<file path="src/rtl/simple22_loader_if.sv">
// Byte-in / program-load bus between the UART receiver, simple22_loader and the Simple22 core.
// master: the loader (consumes bytes, drives the core's load and run-control inputs).
// slave:  the surrounding system (supplies bytes, observes the core-side signals).
interface simple22_loader_if #(
    parameter int unsigned ISIZE = 32,
    parameter int unsigned RSIZE = 24
);
    logic [7:0]       i_byte;
    logic             i_byte_valid;
    logic [ISIZE-1:0] new_instruction;
    logic [RSIZE-1:0] final_pc;
    logic             new_instruction_available;
    logic             execute;

    modport master (
        input  i_byte,
        input  i_byte_valid,
        output new_instruction,
        output final_pc,
        output new_instruction_available,
        output execute
    );

    modport slave (
        output i_byte,
        output i_byte_valid,
        input  new_instruction,
        input  final_pc,
        input  new_instruction_available,
        input  execute
    );
endinterface

</file>
<file path="src/rtl/simple22_loader.sv">
// Program loader and run controller for the Simple22 core.
// Assembles little-endian 32-bit words from a UART byte stream, writes them into
// instruction memory through a strobed interface, and gates execution.
// Optional feature macro: LOADER_CHECKSUM_EN (adds a trailing XOR checksum byte).
module simple22_loader #(
    parameter int unsigned IMEM_DEPTH    = 256,
    parameter int unsigned STROBE_CYCLES = 4
) (
    input  logic                      clk,
    input  logic                      rst_n,
    simple22_loader_if.master         bus,
    output logic                      o_busy,
    output logic                      o_error
);
    localparam int unsigned RSIZE = 24;
    localparam int unsigned SCW   = (STROBE_CYCLES > 1) ? $clog2(STROBE_CYCLES) : 1;

    localparam logic [7:0] CMD_LOAD = 8'hA5;
    localparam logic [7:0] CMD_RUN  = 8'h5A;
    localparam logic [7:0] CMD_STOP = 8'hC3;

    typedef enum logic [2:0] {
        IDLE,
        COUNT,
        DATA,
`ifdef LOADER_CHECKSUM_EN
        CSUM,
`endif
        WR_SETUP,
        WR_STROBE,
        WR_HOLD,
        RUN
    } state_t;

    state_t           state, next_state;
    logic [31:0]      word;
    logic [1:0]       byte_cnt;
    logic [7:0]       k;
    logic [7:0]       n;
    logic [SCW-1:0]   strobe_cnt;
    logic             loaded;

    logic err_set, err_clr, loaded_set, loaded_clr;
    logic byte_shift, word_done, n_load, k_inc, k_clr;
    logic strobe_clr, strobe_inc;
`ifdef LOADER_CHECKSUM_EN
    logic [7:0] csum;
    logic       csum_load, csum_xor;
`endif

    // State register
    always_ff @(posedge clk or negedge rst_n) begin
        if (!rst_n) state <= IDLE;
        else        state <= next_state;
    end

    // Next-state decode and datapath control strobes
    always_comb begin
        next_state = state;
        err_set    = 1'b0;
        err_clr    = 1'b0;
        loaded_set = 1'b0;
        loaded_clr = 1'b0;
        byte_shift = 1'b0;
        word_done  = 1'b0;
        n_load     = 1'b0;
        k_inc      = 1'b0;
        k_clr      = 1'b0;
        strobe_clr = 1'b0;
        strobe_inc = 1'b0;
`ifdef LOADER_CHECKSUM_EN
        csum_load  = 1'b0;
        csum_xor   = 1'b0;
`endif
        case (state)
            IDLE, RUN: begin
                if (bus.i_byte_valid) begin
                    if (bus.i_byte == CMD_LOAD) begin
                        next_state = COUNT;
                        err_clr    = 1'b1;
                        loaded_clr = 1'b1;
                        k_clr      = 1'b1;
                    end else if (state == IDLE && bus.i_byte == CMD_RUN) begin
                        if (loaded) next_state = RUN;
                        else        err_set    = 1'b1;
                    end else if (state == RUN && bus.i_byte == CMD_STOP) begin
                        next_state = IDLE;
                    end
                end
            end
            COUNT: begin
                if (bus.i_byte_valid) begin
                    if (bus.i_byte == 8'd0 || {24'd0, bus.i_byte} > IMEM_DEPTH) begin
                        err_set    = 1'b1;
                        next_state = IDLE;
                    end else begin
                        n_load     = 1'b1;
                        next_state = DATA;
`ifdef LOADER_CHECKSUM_EN
                        csum_load  = 1'b1;
`endif
                    end
                end
            end
            DATA: begin
                if (bus.i_byte_valid) begin
                    byte_shift = 1'b1;
`ifdef LOADER_CHECKSUM_EN
                    csum_xor   = 1'b1;
`endif
                    if (byte_cnt == 2'd3) begin
                        word_done  = 1'b1;
                        next_state = WR_SETUP;
                    end
                end
            end
            WR_SETUP, WR_STROBE, WR_HOLD: begin
                if (bus.i_byte_valid) begin
                    // A byte arriving mid-write means the sender outran us; abandon the program.
                    err_set    = 1'b1;
                    loaded_clr = 1'b1;
                    next_state = IDLE;
                end else if (state == WR_SETUP) begin
                    strobe_clr = 1'b1;
                    next_state = WR_STROBE;
                end else if (state == WR_STROBE) begin
                    if (strobe_cnt == SCW'(STROBE_CYCLES - 1)) next_state = WR_HOLD;
                    else                                       strobe_inc = 1'b1;
                end else if (k == n - 8'd1) begin
`ifdef LOADER_CHECKSUM_EN
                    next_state = CSUM;
`else
                    loaded_set = 1'b1;
                    next_state = IDLE;
`endif
                end else begin
                    k_inc      = 1'b1;
                    next_state = DATA;
                end
            end
`ifdef LOADER_CHECKSUM_EN
            CSUM: begin
                if (bus.i_byte_valid) begin
                    if (bus.i_byte == csum) loaded_set = 1'b1;
                    else                    err_set    = 1'b1;
                    next_state = IDLE;
                end
            end
`endif
            default: next_state = IDLE;
        endcase
    end

    // Word assembly, write address/data registers and sticky flags
    always_ff @(posedge clk or negedge rst_n) begin
        if (!rst_n) begin
            word                <= '0;
            byte_cnt            <= '0;
            k                   <= '0;
            n                   <= '0;
            strobe_cnt          <= '0;
            loaded              <= 1'b0;
            o_error             <= 1'b0;
            bus.new_instruction <= '0;
            bus.final_pc        <= '0;
`ifdef LOADER_CHECKSUM_EN
            csum                <= '0;
`endif
        end else begin
            if (byte_shift) begin
                word     <= {bus.i_byte, word[31:8]};
                byte_cnt <= byte_cnt + 2'd1;
            end
            // Word and address are published on entry to WR_SETUP so they lead the strobe by a cycle.
            if (word_done) begin
                bus.new_instruction <= {bus.i_byte, word[31:8]};
                bus.final_pc        <= {{(RSIZE-8){1'b0}}, k};
            end
            if (k_clr) begin
                k        <= '0;
                byte_cnt <= '0;
            end else if (k_inc) begin
                k <= k + 8'd1;
            end
            if (n_load)          n <= bus.i_byte;
            if (strobe_clr)      strobe_cnt <= '0;
            else if (strobe_inc) strobe_cnt <= strobe_cnt + SCW'(1);
            if (err_set)         o_error <= 1'b1;
            else if (err_clr)    o_error <= 1'b0;
            if (loaded_clr)      loaded <= 1'b0;
            else if (loaded_set) loaded <= 1'b1;
`ifdef LOADER_CHECKSUM_EN
            if (csum_load)       csum <= bus.i_byte;
            else if (csum_xor)   csum <= csum ^ bus.i_byte;
`endif
        end
    end

    assign bus.new_instruction_available = (state == WR_STROBE);
    assign bus.execute                   = (state == RUN);
    assign o_busy                        = (state != IDLE) && (state != RUN);
endmodule

</file>
<file path="src/flat_wrapper.sv">
// flat-port wrapper written by rule: the top's interface ports become plain ports
module simple22_loader_flat 
#(
    parameter int unsigned IMEM_DEPTH    = 256,
    parameter int unsigned STROBE_CYCLES = 4
)
  (clk, rst_n, o_busy, o_error, bus_i_byte, bus_i_byte_valid, bus_new_instruction, bus_final_pc, bus_new_instruction_available, bus_execute);
  simple22_loader_if bus_i ();
  input  logic clk;
  input  logic rst_n;
  output logic o_busy;
  output logic o_error;
  input wire logic [$bits(bus_i.i_byte)-1:0] bus_i_byte;
  input wire logic [$bits(bus_i.i_byte_valid)-1:0] bus_i_byte_valid;
  output wire logic [$bits(bus_i.new_instruction)-1:0] bus_new_instruction;
  output wire logic [$bits(bus_i.final_pc)-1:0] bus_final_pc;
  output wire logic [$bits(bus_i.new_instruction_available)-1:0] bus_new_instruction_available;
  output wire logic [$bits(bus_i.execute)-1:0] bus_execute;
  assign bus_i.i_byte = bus_i_byte;
  assign bus_i.i_byte_valid = bus_i_byte_valid;
  assign bus_new_instruction = bus_i.new_instruction;
  assign bus_final_pc = bus_i.final_pc;
  assign bus_new_instruction_available = bus_i.new_instruction_available;
  assign bus_execute = bus_i.execute;
  simple22_loader #(.IMEM_DEPTH(IMEM_DEPTH), .STROBE_CYCLES(STROBE_CYCLES)) u_core (.clk(clk), .rst_n(rst_n), .bus(bus_i), .o_busy(o_busy), .o_error(o_error));
endmodule
</file>
<file path="config.mk">
export PLATFORM = sky130hd
export DESIGN_NAME = simple22_loader_flat
export DESIGN_NICKNAME = d
export VERILOG_FILES = /design/src/rtl/simple22_loader_if.sv /design/src/rtl/simple22_loader.sv /design/src/flat_wrapper.sv
export SDC_FILE = /design/constraint.sdc
export NUM_CORES = 1
export LEC_CHECK = 0
export CAP_MARGIN = 5
export CORE_MARGIN = 5
export CORE_UTILIZATION = 33
export DETAILED_ROUTE_END_ITERATION = 16
export PLACE_DENSITY = 0.64
export SLEW_MARGIN = 20
export SYNTH_ARGS = -nofsm -noshare
export SYNTH_HDL_FRONTEND = slang
export SYNTH_SLANG_ARGS = --single-unit
</file>
<file path="constraint.sdc">
create_clock -name clk -period 3.3 [get_ports clk]
set_input_delay 0.66 -clock clk [delete_from_list [all_inputs] [get_ports clk]]
set_output_delay 0.66 -clock clk [all_outputs]
set_load 0.01 [all_outputs]
</file>
run_1/wire_density.png
The bar under the picture is 20 µm long. 24 x 24 tiles, from dark blue (low) to red (high), scaled to the fullest tile. Values are wire area over tile area, all layers added.
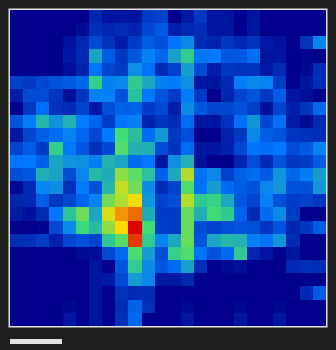
26% of the tiles are nearly empty. The emptiest ninth of the die: south-west. The mean over all tiles is 0.095. The fullest tile reaches 0.60.

run_1/met3.png
The bar under the picture is 20 µm long.
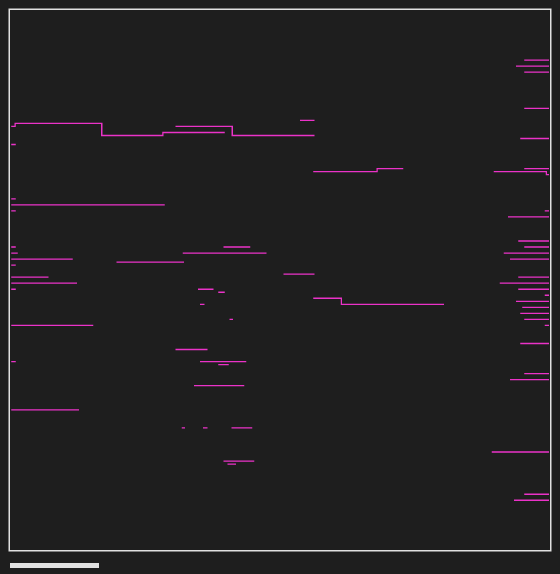
52 nets have wire on it. The wires run mostly horizontal.

==> reports/results.ini, run 1 <==
[worst_setup_path]
crit_path_end_kind = flip-flop
arrival_ns = 3.03
cp-startpoint = u_core.n[0]$_DFFE_PN0P_
r2r_slack_ns = 0.50
critPathLaunchType = flip-flop
r2r_end = u_core.state[1]$_DFFE_PN0P_

[min_path]
hold_path_class = in -> async

[global_route]
grt_pass1_vias = 2842
grt_pass1_wl_um = 14700
grt_antenna_before_repair = 0

[pwr]
p_sw_mw = 1.21
swShare_pct = 30.8
finalPower_mw = 3.91
clockPowerShare_pct = 29.8
vdd_drop_max_uv = 332

[layout]
final_area_mm2 = 0.00520
final-nonclk-buf-share_pct = 12.2
final_cell_mix = dfrtp_1 (89), mux2_2 (71), clkdlybuf4s50_1 (53)
largest_reg_flops = 32
layout-drive-gt1-share_pct = 26.6
seq-cell-share_pct = 42.8
final_cells = 566
final_common_cell = dfrtp_1
reg.largest.list = u_core.bus.new_instruction: 32 flops, u_core.word: 24 flops

[timing]
slew_viol_final = 0
setup_tns_ns = 0
period_used_pct = 84.7

[route]
wire_per_inst_um = 15.5
drt_iter0_markers = 228
wl_met1_um = 3850

[synth]
ys_seq_elements = 89
ys_chip_area_mm2 = 0.00413
synth_xor_xnor_area_share_pct = 2.12

[clock_tree]
cts.reportedPaths.clkPinSlew_ns = 0.07
cts_max_level = 3

[floorplanning]
core.rowCount = 40
fp.coreArea_mm2 = 0.0121
die_w_um = 122

[job]
warnings = 26

[run_status]
status = finished, final reports clean

run_1/met1.png
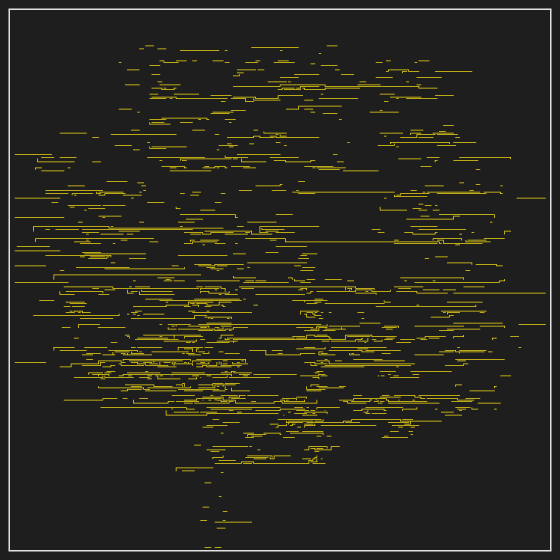
351 nets have wire on it. The longest straight run is 34.7 µm. The wires run mostly horizontal. The layer carries 3850 µm of wire. The layer holds 44% of the routed length.

run_1/final_clocks.png
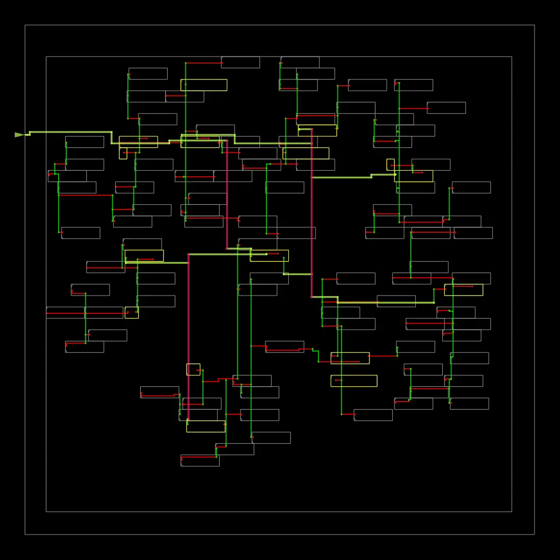
clock buf count: 9
Clk power: 1.17 mW
CTS buffer count: 9

run_1/cell_classes.png
Fill, decap, tap and diode cells in gray.
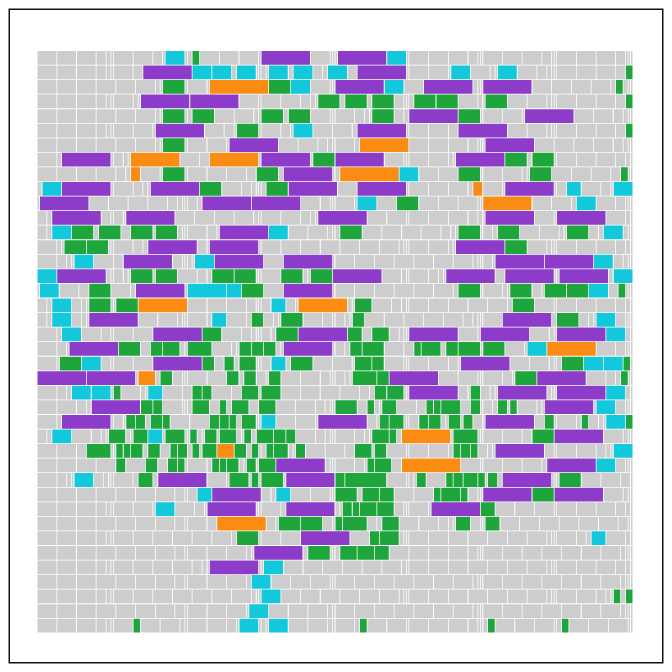

==> inputs of run 2 (changes only) <==
--- a/config.mk
+++ b/config.mk
@@ -9,7 +9,7 @@
 export CORE_MARGIN = 5
 export CORE_UTILIZATION = 33
 export DETAILED_ROUTE_END_ITERATION = 16
-export PLACE_DENSITY = 0.64
+export PLACE_DENSITY = 0.66
 export SLEW_MARGIN = 20
 export SYNTH_ARGS = -nofsm -noshare
 export SYNTH_HDL_FRONTEND = slang
==> constraint.sdc (replaced) <==
create_clock -name clk -period 2.3 [get_ports clk]
set_input_delay 0.46 -clock clk [delete_from_list [all_inputs] [get_ports clk]]
set_output_delay 0.46 -clock clk [all_outputs]
set_load 0.01 [all_outputs]
run_2/cell_classes.png
Fill, decap, tap and diode cells in gray.
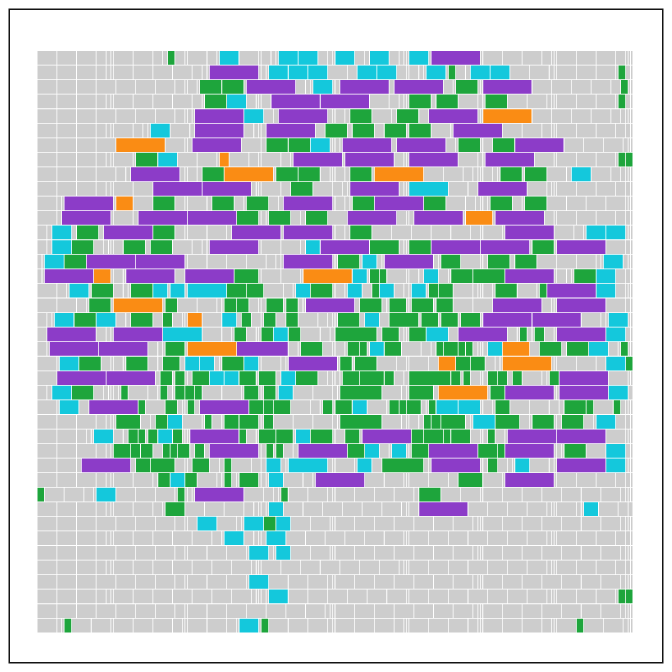
Cyan is other buffers and delay cells, cells 98, share of their area 17%. Green is all other logic, cells 228, share of their area 36%. Purple is flip-flops, cells 89, share of their area 42%. Orange is clock drivers and dummy loads, cells 16, share of their area 5.4%.

==> run 2 against run 1 <==
  * The run now ends with setup timing left
  * Routed wire length rose by 6.0%
  * Sequential share of layout area fell by 2.8 points
  * Setup slack got worse by 0.56 ns
  * Critical endpoint is now u_core.k[4]$_DFFE_PN0P_
  * Final area rose by 7.1%
  * First-iteration DRC count fell by 4.4%
  * Core utilization rose by 3.0 points
  * Non-clock buffer count rose by 33
==> reports/results.ini, run 2 <==
[run_status]
status = complete, but fails checks
failed_checks = setup timing

[global_route]
grt_pass1_wl_um = 15400  ; +4.6%
gr-usage-all-layers_pct = 13.1
grt_antenna_before_repair = 0  ; unchanged

[layout]
layout-drive-gt1-share_pct = 36.2  ; +9.6 points
largest_reg_flops = 32  ; unchanged
final_nets = 441
clkbuf_count = 11  ; +2
final_area_mm2 = 0.00557  ; +7.1%
seq-cell-share_pct = 40.0  ; -2.8 points
reg.largest.list = u_core.bus.new_instruction: 32 flops, u_core.word: 24 flops
final-nonclk-buf-share_pct = 16.8  ; +4.6 points
final_cell_mix = dfrtp_1 (88), mux2_2 (71), clkdlybuf4s50_1 (53)

[clock_tree]
cts_root_buffer = clkbuf_16
cts.reportedPaths.clkPinSlew_ns = 0.07  ; about the same
cts_max_level = 3  ; unchanged
cts-buffers-inserted = 9  ; unchanged

[route]
wire_per_inst_um = 15.6  ; +0.13%
drt_iter0_markers = 218  ; -4.4%

[worst_setup_path]
arrival_ns = 2.62  ; -0.41 ns
crit_path_end_kind = flip-flop
critPathLaunchType = flip-flop
r2r_slack_ns = -0.05  ; -0.56 ns
r2r_end = u_core.k[4]$_DFFE_PN0P_
cp-startpoint = u_core.n[1]$_DFFE_PN0P_

[pwr]
finalPower_mw = 5.78  ; +48%
clk-power_mw = 1.41  ; +21%
p_sw_mw = 1.90  ; +57%
vdd_drop_max_uv = 467  ; +41%
swShare_pct = 32.8  ; +2.0 points

[floorplanning]
die_w_um = 122  ; unchanged
fp.coreArea_mm2 = 0.0121  ; unchanged
ios = 71
core.rowCount = 40  ; unchanged

[timing]
slew_viol_final = 0  ; unchanged
finalSetupViolCount = 7
setup_ws_ns = -0.0542
setup_tns_ns = -0.231  ; -0.231 ns
period_used_pct = 102  ; +18 points

[synth]
synth.largest_area_cell = dfrtp_1
ys_sh_aoi_pct = 6.79
ys_chip_area_mm2 = 0.00413  ; unchanged
ys_seq_elements = 89  ; unchanged

[job]
warnings = 29  ; +12%

[min_path]
hold_path_class = in -> async

Power figures rest on the tool's default switching activity, not on a simulated workload.
